### src/rtl/ex_stage.sv
// RV32I execute stage: ID/EX register, operand select with distance-1 forwarding, ALU, EX/MEM register.
// Optional performance counters are built only when EX_PERF_CNT_EN is defined.

module alu #(
   parameter int WIDTH = 32
) (
   input  logic [WIDTH-1:0] A,
   input  logic [WIDTH-1:0] B,
   input  logic [3:0]       ALUOp,
   output logic [WIDTH-1:0] ALURes
);

   localparam int SHW = $clog2(WIDTH);

   logic [SHW-1:0] w_shamt;
   logic           w_lt_s;
   logic           w_lt_u;

   assign w_shamt = B[SHW-1:0];
   assign w_lt_s  = $signed(A) < $signed(B);
   assign w_lt_u  = A < B;

   always_comb begin
      ALURes = '0;
      case (ALUOp)
         4'b0000: ALURes = A + B;
         4'b1000: ALURes = A - B;
         4'b0001: ALURes = A << w_shamt;
         4'b0010: ALURes = {{(WIDTH-1){1'b0}}, w_lt_s};
         4'b0011: ALURes = {{(WIDTH-1){1'b0}}, w_lt_u};
         4'b0100: ALURes = A ^ B;
         4'b0101: ALURes = A >> w_shamt;
         4'b1101: ALURes = $unsigned($signed(A) >>> w_shamt);
         4'b0110: ALURes = A | B;
         4'b0111: ALURes = A & B;
         default: ALURes = '0;
      endcase
   end

endmodule

module ex_stage #(
   parameter int WIDTH = 32,
   parameter int RADDR = 5
) (
   input  logic             clk,
   input  logic             rst_n,
   input  logic             flush,
   input  logic             in_valid,
   output logic             in_ready,
   input  logic [WIDTH-1:0] in_pc,
   input  logic [WIDTH-1:0] in_rs1_data,
   input  logic [WIDTH-1:0] in_rs2_data,
   input  logic [RADDR-1:0] in_rs1_addr,
   input  logic [RADDR-1:0] in_rs2_addr,
   input  logic [WIDTH-1:0] in_imm,
   input  logic [3:0]       in_alu_op,
   input  logic [1:0]       in_a_sel,
   input  logic             in_b_sel,
   input  logic [RADDR-1:0] in_rd,
   input  logic             in_reg_write,
   output logic             out_valid,
   input  logic             out_ready,
   output logic [WIDTH-1:0] out_alu_res,
   output logic [WIDTH-1:0] out_store_data,
   output logic [RADDR-1:0] out_rd,
   output logic             out_reg_write,
   output logic [31:0]      perf_issued,
   output logic [31:0]      perf_stall,
   output logic [31:0]      perf_fwd
);

   // ID/EX register
   logic             r_s1_valid;
   logic [WIDTH-1:0] r_s1_pc;
   logic [WIDTH-1:0] r_s1_rs1_data;
   logic [WIDTH-1:0] r_s1_rs2_data;
   logic [RADDR-1:0] r_s1_rs1_addr;
   logic [RADDR-1:0] r_s1_rs2_addr;
   logic [WIDTH-1:0] r_s1_imm;
   logic [3:0]       r_s1_alu_op;
   logic [1:0]       r_s1_a_sel;
   logic             r_s1_b_sel;
   logic [RADDR-1:0] r_s1_rd;
   logic             r_s1_reg_write;

   // EX/MEM register
   logic             r_out_valid;
   logic [WIDTH-1:0] r_out_alu_res;
   logic [WIDTH-1:0] r_out_store_data;
   logic [RADDR-1:0] r_out_rd;
   logic             r_out_reg_write;

   logic             w_s2_free;
   logic             w_in_ready;
   logic             w_accept;
   logic             w_advance;
   logic             w_fwd1;
   logic             w_fwd2;
   logic [WIDTH-1:0] w_rs1_val;
   logic [WIDTH-1:0] w_rs2_val;
   logic [WIDTH-1:0] w_alu_a;
   logic [WIDTH-1:0] w_alu_b;
   logic [WIDTH-1:0] w_alu_res;

   assign w_s2_free  = !r_out_valid | out_ready;
   assign w_in_ready = !r_s1_valid | w_s2_free;
   assign w_accept   = in_valid & w_in_ready;
   assign w_advance  = r_s1_valid & w_s2_free;

   // Only the instruction sitting in EX/MEM is forwarded; older results come from the register file.
   assign w_fwd1 = r_out_valid & r_out_reg_write & (r_out_rd != '0) & (r_out_rd == r_s1_rs1_addr);
   assign w_fwd2 = r_out_valid & r_out_reg_write & (r_out_rd != '0) & (r_out_rd == r_s1_rs2_addr);

   assign w_rs1_val = w_fwd1 ? r_out_alu_res : r_s1_rs1_data;
   assign w_rs2_val = w_fwd2 ? r_out_alu_res : r_s1_rs2_data;

   always_comb begin
      w_alu_a = w_rs1_val;
      case (r_s1_a_sel)
         2'b01:   w_alu_a = r_s1_pc;
         2'b10:   w_alu_a = '0;
         default: w_alu_a = w_rs1_val;
      endcase
   end

   assign w_alu_b = r_s1_b_sel ? r_s1_imm : w_rs2_val;

   alu #(
      .WIDTH (WIDTH)
   ) u_alu (
      .A      (w_alu_a),
      .B      (w_alu_b),
      .ALUOp  (r_s1_alu_op),
      .ALURes (w_alu_res)
   );

   always_ff @(posedge clk or negedge rst_n) begin
      if (!rst_n) begin
         r_s1_valid     <= 1'b0;
         r_s1_pc        <= '0;
         r_s1_rs1_data  <= '0;
         r_s1_rs2_data  <= '0;
         r_s1_rs1_addr  <= '0;
         r_s1_rs2_addr  <= '0;
         r_s1_imm       <= '0;
         r_s1_alu_op    <= '0;
         r_s1_a_sel     <= '0;
         r_s1_b_sel     <= 1'b0;
         r_s1_rd        <= '0;
         r_s1_reg_write <= 1'b0;
      end else if (flush) begin
         r_s1_valid <= 1'b0;
      end else if (w_in_ready) begin
         // in_ready means S1 is empty or draining this cycle, so it simply takes whatever arrives
         r_s1_valid <= in_valid;
         if (w_accept) begin
            r_s1_pc        <= in_pc;
            r_s1_rs1_data  <= in_rs1_data;
            r_s1_rs2_data  <= in_rs2_data;
            r_s1_rs1_addr  <= in_rs1_addr;
            r_s1_rs2_addr  <= in_rs2_addr;
            r_s1_imm       <= in_imm;
            r_s1_alu_op    <= in_alu_op;
            r_s1_a_sel     <= in_a_sel;
            r_s1_b_sel     <= in_b_sel;
            r_s1_rd        <= in_rd;
            r_s1_reg_write <= in_reg_write;
         end
      end
   end

   always_ff @(posedge clk or negedge rst_n) begin
      if (!rst_n) begin
         r_out_valid      <= 1'b0;
         r_out_alu_res    <= '0;
         r_out_store_data <= '0;
         r_out_rd         <= '0;
         r_out_reg_write  <= 1'b0;
      end else if (flush) begin
         r_out_valid <= 1'b0;
      end else if (w_s2_free) begin
         r_out_valid <= r_s1_valid;
         if (w_advance) begin
            r_out_alu_res    <= w_alu_res;
            r_out_store_data <= w_rs2_val;
            r_out_rd         <= r_s1_rd;
            r_out_reg_write  <= r_s1_reg_write;
         end
      end
   end

   assign in_ready       = w_in_ready;
   assign out_valid      = r_out_valid;
   assign out_alu_res    = r_out_alu_res;
   assign out_store_data = r_out_store_data;
   assign out_rd         = r_out_rd;
   assign out_reg_write  = r_out_reg_write;

`ifdef EX_PERF_CNT_EN
   logic [31:0] r_perf_issued;
   logic [31:0] r_perf_stall;
   logic [31:0] r_perf_fwd;

   // Counters survive flush; only reset clears them.
   always_ff @(posedge clk or negedge rst_n) begin
      if (!rst_n) begin
         r_perf_issued <= '0;
         r_perf_stall  <= '0;
         r_perf_fwd    <= '0;
      end else begin
         if (r_out_valid & out_ready)
            r_perf_issued <= r_perf_issued + 32'd1;
         if (r_out_valid & !out_ready)
            r_perf_stall <= r_perf_stall + 32'd1;
         if (!flush & w_advance & (w_fwd1 | w_fwd2))
            r_perf_fwd <= r_perf_fwd + 32'd1;
      end
   end

   assign perf_issued = r_perf_issued;
   assign perf_stall  = r_perf_stall;
   assign perf_fwd    = r_perf_fwd;
`else
   assign perf_issued = 32'd0;
   assign perf_stall  = 32'd0;
   assign perf_fwd    = 32'd0;
`endif

endmodule

### config.mk
export PLATFORM = sky130hd
export DESIGN_NAME = ex_stage
export DESIGN_NICKNAME = d
export VERILOG_FILES = /design/src/rtl/ex_stage.sv
export SDC_FILE = /design/constraint.sdc
export NUM_CORES = 1
export LEC_CHECK = 0
export CORE_MARGIN = 4
export CORE_UTILIZATION = 55
export CTS_CLUSTER_SIZE = 30
export DETAILED_ROUTE_END_ITERATION = 10
export GPL_ROUTABILITY_DRIVEN = 1
export PLACE_DENSITY_LB_ADDON = 0.2
export RECOVER_POWER = 100
export SKIP_LAST_GASP = 1
export SYNTH_ARGS = -nofsm -noshare
export SYNTH_HDL_FRONTEND = slang
export SYNTH_HIERARCHICAL = 1
export SYNTH_SLANG_ARGS = --single-unit
### constraint.sdc
create_clock -name clk -period 7.9 [get_ports clk]
set_input_delay 0.79 -clock clk [delete_from_list [all_inputs] [get_ports clk]]
set_output_delay 0.79 -clock clk [all_outputs]
set_load 0.05 [all_outputs]
### Routed metal, one colour a layer, run 1

Scale bar: 50 um.
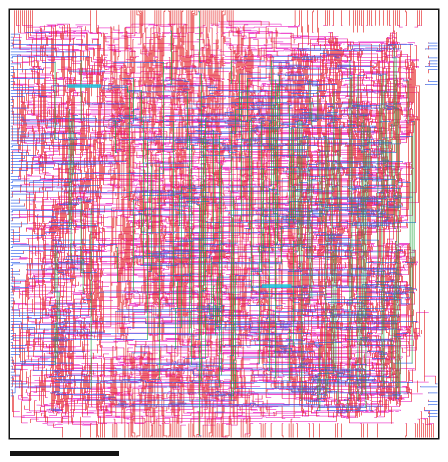
- metal 1: magenta (wire length 30.0 mm)
- metal 2: red (wire length 34.6 mm)
- metal 4: green (wire length 6350 um)
- metal 3: blue (wire length 9870 um)
- metal 5: cyan (wire length 25.8 um)

### Pin placement, run 1

Pins as bars across the die edge, other pins in grey.
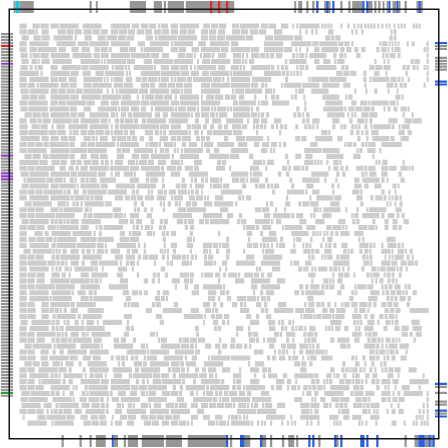
- `clk`: green (pins 1; direction input; edge west)
- `in_alu_op`: red (pins 4; direction input; edge 3 north, 1 west)
- `in_rs2_addr`: purple (pins 5; direction input; edge west)
- `perf_issued`: blue (pins 32; direction output; edge 18 south, 8 north, 6 east)
- `in_a_sel`: cyan (pins 2; direction input; edge north)
- all pins by edge: 123 west, 92 south, 91 north, 18 east
die span in y: 196 um
total of buffers placed on input and output ports: 227
Die X: 196 um

### Signal wires on met4, run 1

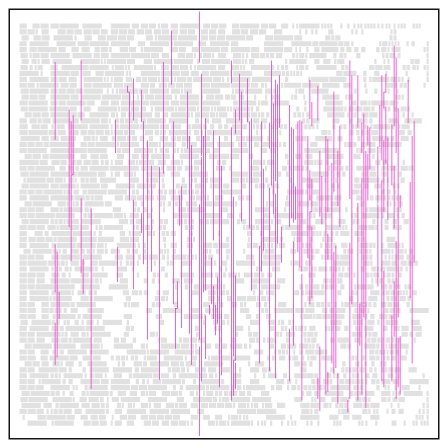
- nets with wire on the layer: 117
- longest straight run: 125 um
Via Count: 19.1k
total detailed-routing wirelength: 80800 um

==> results.txt, run 1 <==
Physical implementation.

- The critical-path cell with the highest stage delay is sky130_fd_sc_hd__o211ai_1.
- The count of placed standard cells in the final layout, fillers left out is 2826.
- The checks that failed: max-capacitance violations, max-slew violations.
- Based on the critical path, the design can be clocked at up to 0.149 GHz.
- The net switching component of the power is 3.96 mW.
- Per the final layout report, the fraction of cells sized above drive strength 1 comes to 0.166.
- Sorting the synthesized cells by how often they occur yields sky130_fd_sc_hd__nor2_1 (242), sky130_fd_sc_hd__dfrtp_1 (223), sky130_fd_sc_hd__mux2_2 (194).
- On the reported timing paths, the clock transition at the registers reads 0.06 ns.
- The switching share of total power is 0.523.
- The post-detailed-placement cell area is 21800 um2.
- For the worst min-delay path, the startpoint reported by OpenROAD is r_s1_rs2_data[11].
- The main power-consuming group is combinational cells.
- The end point of the worst hold path is r_s1_rs2_data[11].
- In this run, the synthesized area fraction spent on and/or/nand/nor cells is recorded as 0.141.
- The count of clock-net buffers in the final layout is 40.
- The relative area change from synthesis to final layout is 15.5%.
- The cell-internal power is 3.62 mW.
- The count of mapped cells out of synthesis is 2204.
- Per the synthesis report, the AND-OR/OR-AND share of the synthesized area is 0.216.
- The layout report lists the clock-cell share of area as 0.0376.
- The adder and majority gate portion of the synthesized area is 0.0649.
- The post-synthesis share of cell area spent on xor and xnor gates is 0.00898.
- The most common cell after layout, fill and taps aside is sky130_fd_sc_hd__nor2_1.
- Dividing the synthesized area by the synthesized cell count gives 8.85 um2.
- The number of clock sinks came to 223.
- Post-route period utilization is reported as 0.849.
- The run finished, with violations left.
- The remaining antenna violation count after routing is 0.
- Of the total power, combinational logic draws 0.606.
- For reference, the final report shows the max-slew violation count at 487.
- The number of instances in the placed design is 2775.
- After clock tree synthesis, the repair step resized 0 gates.
- The final weighted congestion in routability-driven placement is 1.11.
- The largest cell class by area is logic gates.
- The launch point of the worst path is out_rd[3].
- The worst register-to-register path depth is 16.
- The final core utilization is 0.648.
- Yosys stat counts 2204 cells in the synthesized netlist.
- The number of setup buffers added after CTS is 0.
- The endpoint required time on the critical path is 8.33 ns.
- The number of max-cap violations is 7.
- The number of synthesized flops with an enable pin is 0.
- The power drawn by the clock network is 1.21 mW.
- Yosys printed 6 warnings.
- The power consumed by combinational cells is 4.60 mW.
- After routing the design area is 22500 um2.
- Per the layout area report, the combinational fraction of cell area is 0.555.
- For this run, the detailed router's first-pass iteration total came to 6.
- The worst path needs 6.71 ns of the cycle, external delays included.
- The overall power is 7.58 mW.
- The power per unit of standard cell area is 336 nW/um2.
- The maximum level of the CTS H-tree is 1.
- Setup repair after global routing left no endpoint under its margin.
- The cell taking the most area after synthesis is sky130_fd_sc_hd__dfrtp_1.
- The final report lists the setup-violating endpoint count as 0.
- The portion of synthesized area spent on multiplexers is 0.188.
- The design has 223 sequential cells.
- The capturing element type of the critical path is a flip-flop.
- The floorplan has 68 rows.
- The dominant non-sequential cell family after synthesis is AND-OR/OR-AND gates.
- The share of synthesized registers carrying an async set or reset is 1.00.
-- run 1: routing by layer --
| metal | track usage | part of all wire | vias up |
|---|---|---|---|
| met2 | 0.596 | 0.43 | 1307 |
| met5 | 0 | 0.00031 | - |
| li1 | - | - | 8192 |
| met3 | 0.112 | 0.12 | 317 |
| met1 | 0.525 | 0.37 | 9265 |
| met4 | 0.247 | 0.079 | 4 |
-- run 1: sequential cells by signal, indices dropped and copies added (netlist names), 32 cells and up --
name            count
r_s1_rs1_data      32
r_s1_pc            32
out_alu_res        32
out_store_data     32
r_s1_rs2_data      32
r_s1_imm           32
-- run 1: critical path, delay by kind of cell, from the launching register on --
kind,cells,cell delay [ns]
simple gates,4,1.83
buf+inv,1,0.26
flops,1,0.43
fa+ha+maj,1,0.53
compound gates,8,3.20
mux,2,0.34
==> run 2, diff against run 1 <==
Clock period 7.9 ns to 6.3 ns, I/O delays scaled along.
### Routed metal, one colour a layer, run 2

Scale bar: 50 um.
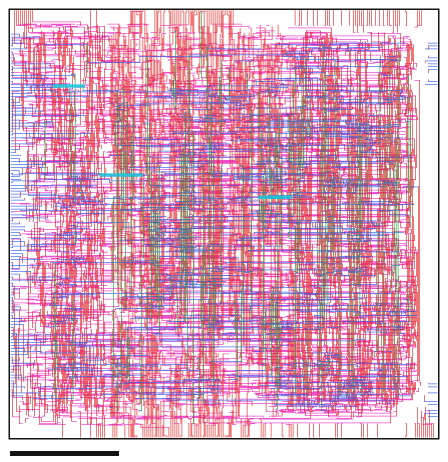
- metal 3: blue (wire length 10200 um)
- metal 5: cyan (wire length 45.1 um)
- metal 1: magenta (wire length 29.9 mm)
- metal 2: red (wire length 35.5 mm)
- metal 4: green (wire length 5890 um)
Via Count: 19.3k
GRT Total Usage: 0.403
total detailed-routing wirelength: 81600 um

==> results.txt, run 2 <==
Physical implementation.

- The run finished, with violations left.
- The checks that failed: max-capacitance violations, max-slew violations.
- Measured along the x axis, the die boundary spans 196 um.
- The final design instance area without fill is 22700 um2.
- The share of synthesized registers carrying an async set or reset is 1.00.
- The fmax is 0.167 GHz.
- The count of mapped cells out of synthesis is 2204.
- The count of placed standard cells in the final layout, fillers left out is 2841.
- The number of buffers added on ports is 227.
- The max-slew violation count is 338.
- Clock tree synthesis found a total of 223 sinks.
- The yosys warning tally is 6.
- The dominant non-sequential cell family after synthesis is AND-OR/OR-AND gates.
- The largest cell class by area is logic gates.
- The endpoint required time on the critical path is 6.70 ns.
- The length in cells of the worst reg-to-reg path is 17.
- Setup repair after global routing left no endpoint under its margin.
- The number of instances in the placed design is 2800.
- In this run, the synthesized area fraction spent on xor and xnor cells is recorded as 0.00898.
- The vertical extent of the die is 196 um.
- met1 track demand over resource after global routing is 0.525.
- The end point of the worst hold path is r_s1_rs2_data[5].
- In the final layout, the clock buffer count is 35.
- The met2 usage is 0.612.
- The script computed a power per unit cell area of 419 nW/um2.
- The cell resize tally after clock tree synthesis is 0.
- The critical-path cell with the highest stage delay is sky130_fd_sc_hd__or4_1.
- Per the synthesis report, the simple-gate share of the synthesized area is 0.141.
- The startpoint of the tightest hold check path is r_s1_rs2_data[5].
- The fraction of area in multi-input gates is 0.552.
- Per the GRT log, the top usage layer is met2.
- The portion of synthesized area spent on multiplexers is 0.188.
- The post-route utilization of the core is recorded as 0.651.
- The number of setup violations in the final report is 0.
- STA classifies the critical path endpoint as a flip-flop.
- The number of buffer and inverter stages on the critical path is 1.
- The first-pass iteration count of the detailed router is 6.
- The number of max-cap violations is 4.
- The remaining antenna violation count after routing is 0.
- The shortest period the worst path allows is 5.99 ns.
- The final weighted congestion in routability-driven placement is 1.09.
- There are 223 flip-flops and latches.
- The final-layout clock-cell area share is 0.0326.
### Pin placement, run 2

Pins as bars across the die edge, other pins in grey.
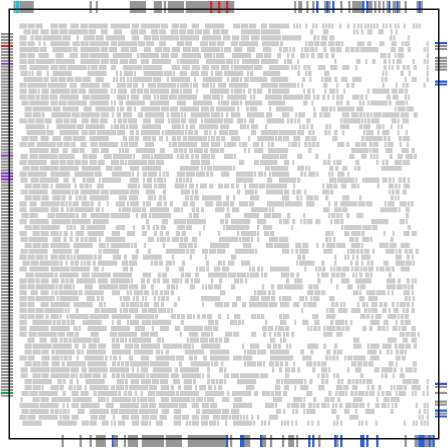
- `perf_issued`: blue (pins 32; direction output; edge 18 south, 8 north, 6 east)
- `in_rs2_addr`: purple (pins 5; direction input; edge west)
- `clk`: green (pins 1; direction input; edge west)
- `in_a_sel`: cyan (pins 2; direction input; edge north)
- `in_alu_op`: red (pins 4; direction input; edge 3 north, 1 west)
- all pins by edge: 123 west, 92 south, 91 north, 18 east

run 2: cell counts after synthesis:
Identical to the previous run, type by type.
run 2: through the flow:
| stage | hold slack, ns | power (mW) |
|---|---|---|
| global placement | 0.482 | 7.93 |
| global route | 0.522 | 9.86 |
| floorplan | 0.334 | 5.89 |
| finish | 0.503 | 9.51 |
| detailed placement | 0.488 | 7.96 |
| CTS | 0.147 | 9.37 |
run 2: layer usage:
layer  share of wire  up-vias  wire length [um]
met5         0.00055        -                45
met4           0.072        6              5890
met3            0.12      323             10200
met2            0.44     1480             35500
met1            0.37     9249             29900
li1                -     8208                 -
run 2: where the power goes:
group / internal [mW] / switching, mW / total, mW
logic: 2.01 / 3.91 / 5.92
registers: 1.74 / 0.463 / 2.20
clock network: 0.803 / 0.581 / 1.38
==> run 3, diff against run 2 <==
Settings changed: CORE_ASPECT_RATIO from default to 0.8.
### Signal wires on met4, run 3

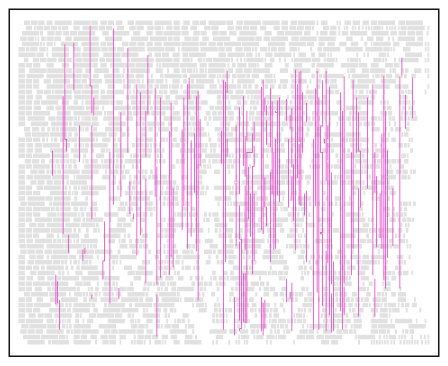
- longest straight run: 127 um
- wire length on this layer: 6100 um
- main direction: vertical
- share of all routed wire: 7.3%
- nets with wire on the layer: 107
Via Count: 19.5k
total detailed-routing wirelength: 84000 um

==> results.txt, run 3 <==
Physical implementation.

- The flow reports power dissipated in the clock network as 1.59 mW.
- Power comes to 9.77 mW.
- The clock slew at the register clock pins of the worst setup and hold paths is 0.07 ns.
- The most critical hold endpoint after final layout shows a slack of 0.503 ns.
- The length of routed met3 wiring is 11300 um.
- The final reports fail on max-capacitance violations, max-slew violations.
- Per the synthesis report, the AND-OR/OR-AND share of the synthesized area is 0.216.
- The count of mapped cells out of synthesis is 2204.
- Counting flops with a built-in enable in the synthesized netlist gives 0.
- The final core utilization is 0.656.
- The worst setup path is captured at a flip-flop.
- The cell-internal power is 4.65 mW.
- In this run, the synthesized area fraction spent on adder and majority cells is recorded as 0.0649.
- Summing all placed instances gives a cell area of 22100 um2.
- The max-slew violation count is 341.
- Yosys stat counts 2204 cells in the synthesized netlist.
- The width of the die is 219 um.
- The cell resize tally after clock tree synthesis is 0.
- Looking at the clock tree report, the H-tree level count equals 1.
- Dividing the final minimum period by the clock period gives 0.967.
- The power consumed by sequential cells is 2.31 mW.
- Summing all multiplexer cells gives an area fraction of 0.188.
- During synthesis, Yosys emitted a total of 6 warnings.
- Per the synthesis report, the dominant area consumer among library cells is sky130_fd_sc_hd__dfrtp_1.
- Per the hold report, the tightest min-delay path originates at r_s1_rs2_data[0].
- The endpoint required time on the critical path is 6.77 ns.
- The number of max-cap violations is 6.
- The top cell type in the final layout, fill and taps aside, is sky130_fd_sc_hd__nor2_1.
- The share of synthesized registers carrying an async set or reset is 1.00.
- The dominant non-sequential cell family after synthesis is AND-OR/OR-AND gates.
- The number of sinks handled by clock tree synthesis is 223.
- The final design instance area without fill is 22900 um2.
- The post-synthesis share of cell area spent on xor and xnor gates is 0.00898.
- Setup repair after global routing left no endpoint under its margin.
- The power share of the sequential group is 0.236.
- According to the timing report, the critical path is launched from out_rd[3].
- The remaining antenna violation count after routing is 0.
- The power consumed by combinational cells is 5.88 mW.
- The run finished, with violations left.
- The first-pass iteration count of the detailed router is 6.
- The clock network fraction of design power is 0.162.
- The highest metal layer carrying signal wires in the routed design is met5.
- The end point of the worst hold path is r_s1_rs2_data[0].
- The simple-gate area share of the yosys netlist is 0.141.
- The die is 176 um tall.
- The script computed the net switching share of total power as 0.524.
- The power per unit of standard cell area is 427 nW/um2.
- Along the critical path, the tally of buffer and inverter instances is 2.
### Routed clock nets over the placement, run 3

Scale bar: 50 um.
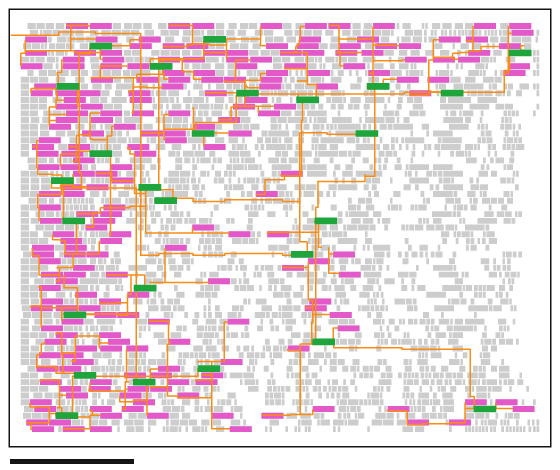
- flip-flops: magenta (count 223)
- clock wires: orange (length 3300 um)
- clock drivers: green (count 26)
- routed clock nets: 27
- flops lie: widely spread

[run 3: cell count changes in the layout (fill, tap and decap cells not counted), sizes merged]
cell,change
clkinvlp,+2
inv,+2
diode,+2
buf,+6
clkinv,+8
clkbuf,-2
[run 3: layout make-up]
cell class / instances / area, um2
diodes: 3 / 7.51
repair buffers: 314 / 2920
well taps: 472 / 591
flip-flops and latches: 223 / 5580
clock buffers: 31 / 709
inverters: 100 / 375
fillers: 2817 / 12000
clock inverters: 17 / 183
multi-input cells: 1716 / 12500
[run 3: per-layer routing]
layer,track usage,up-vias
met3,0.141,309
met4,0.245,6
met1,0.570,9481
met5,0,-
met2,0.588,1407
li1,-,8250
No activity file was given, so power comes from the tool's default toggle rates.
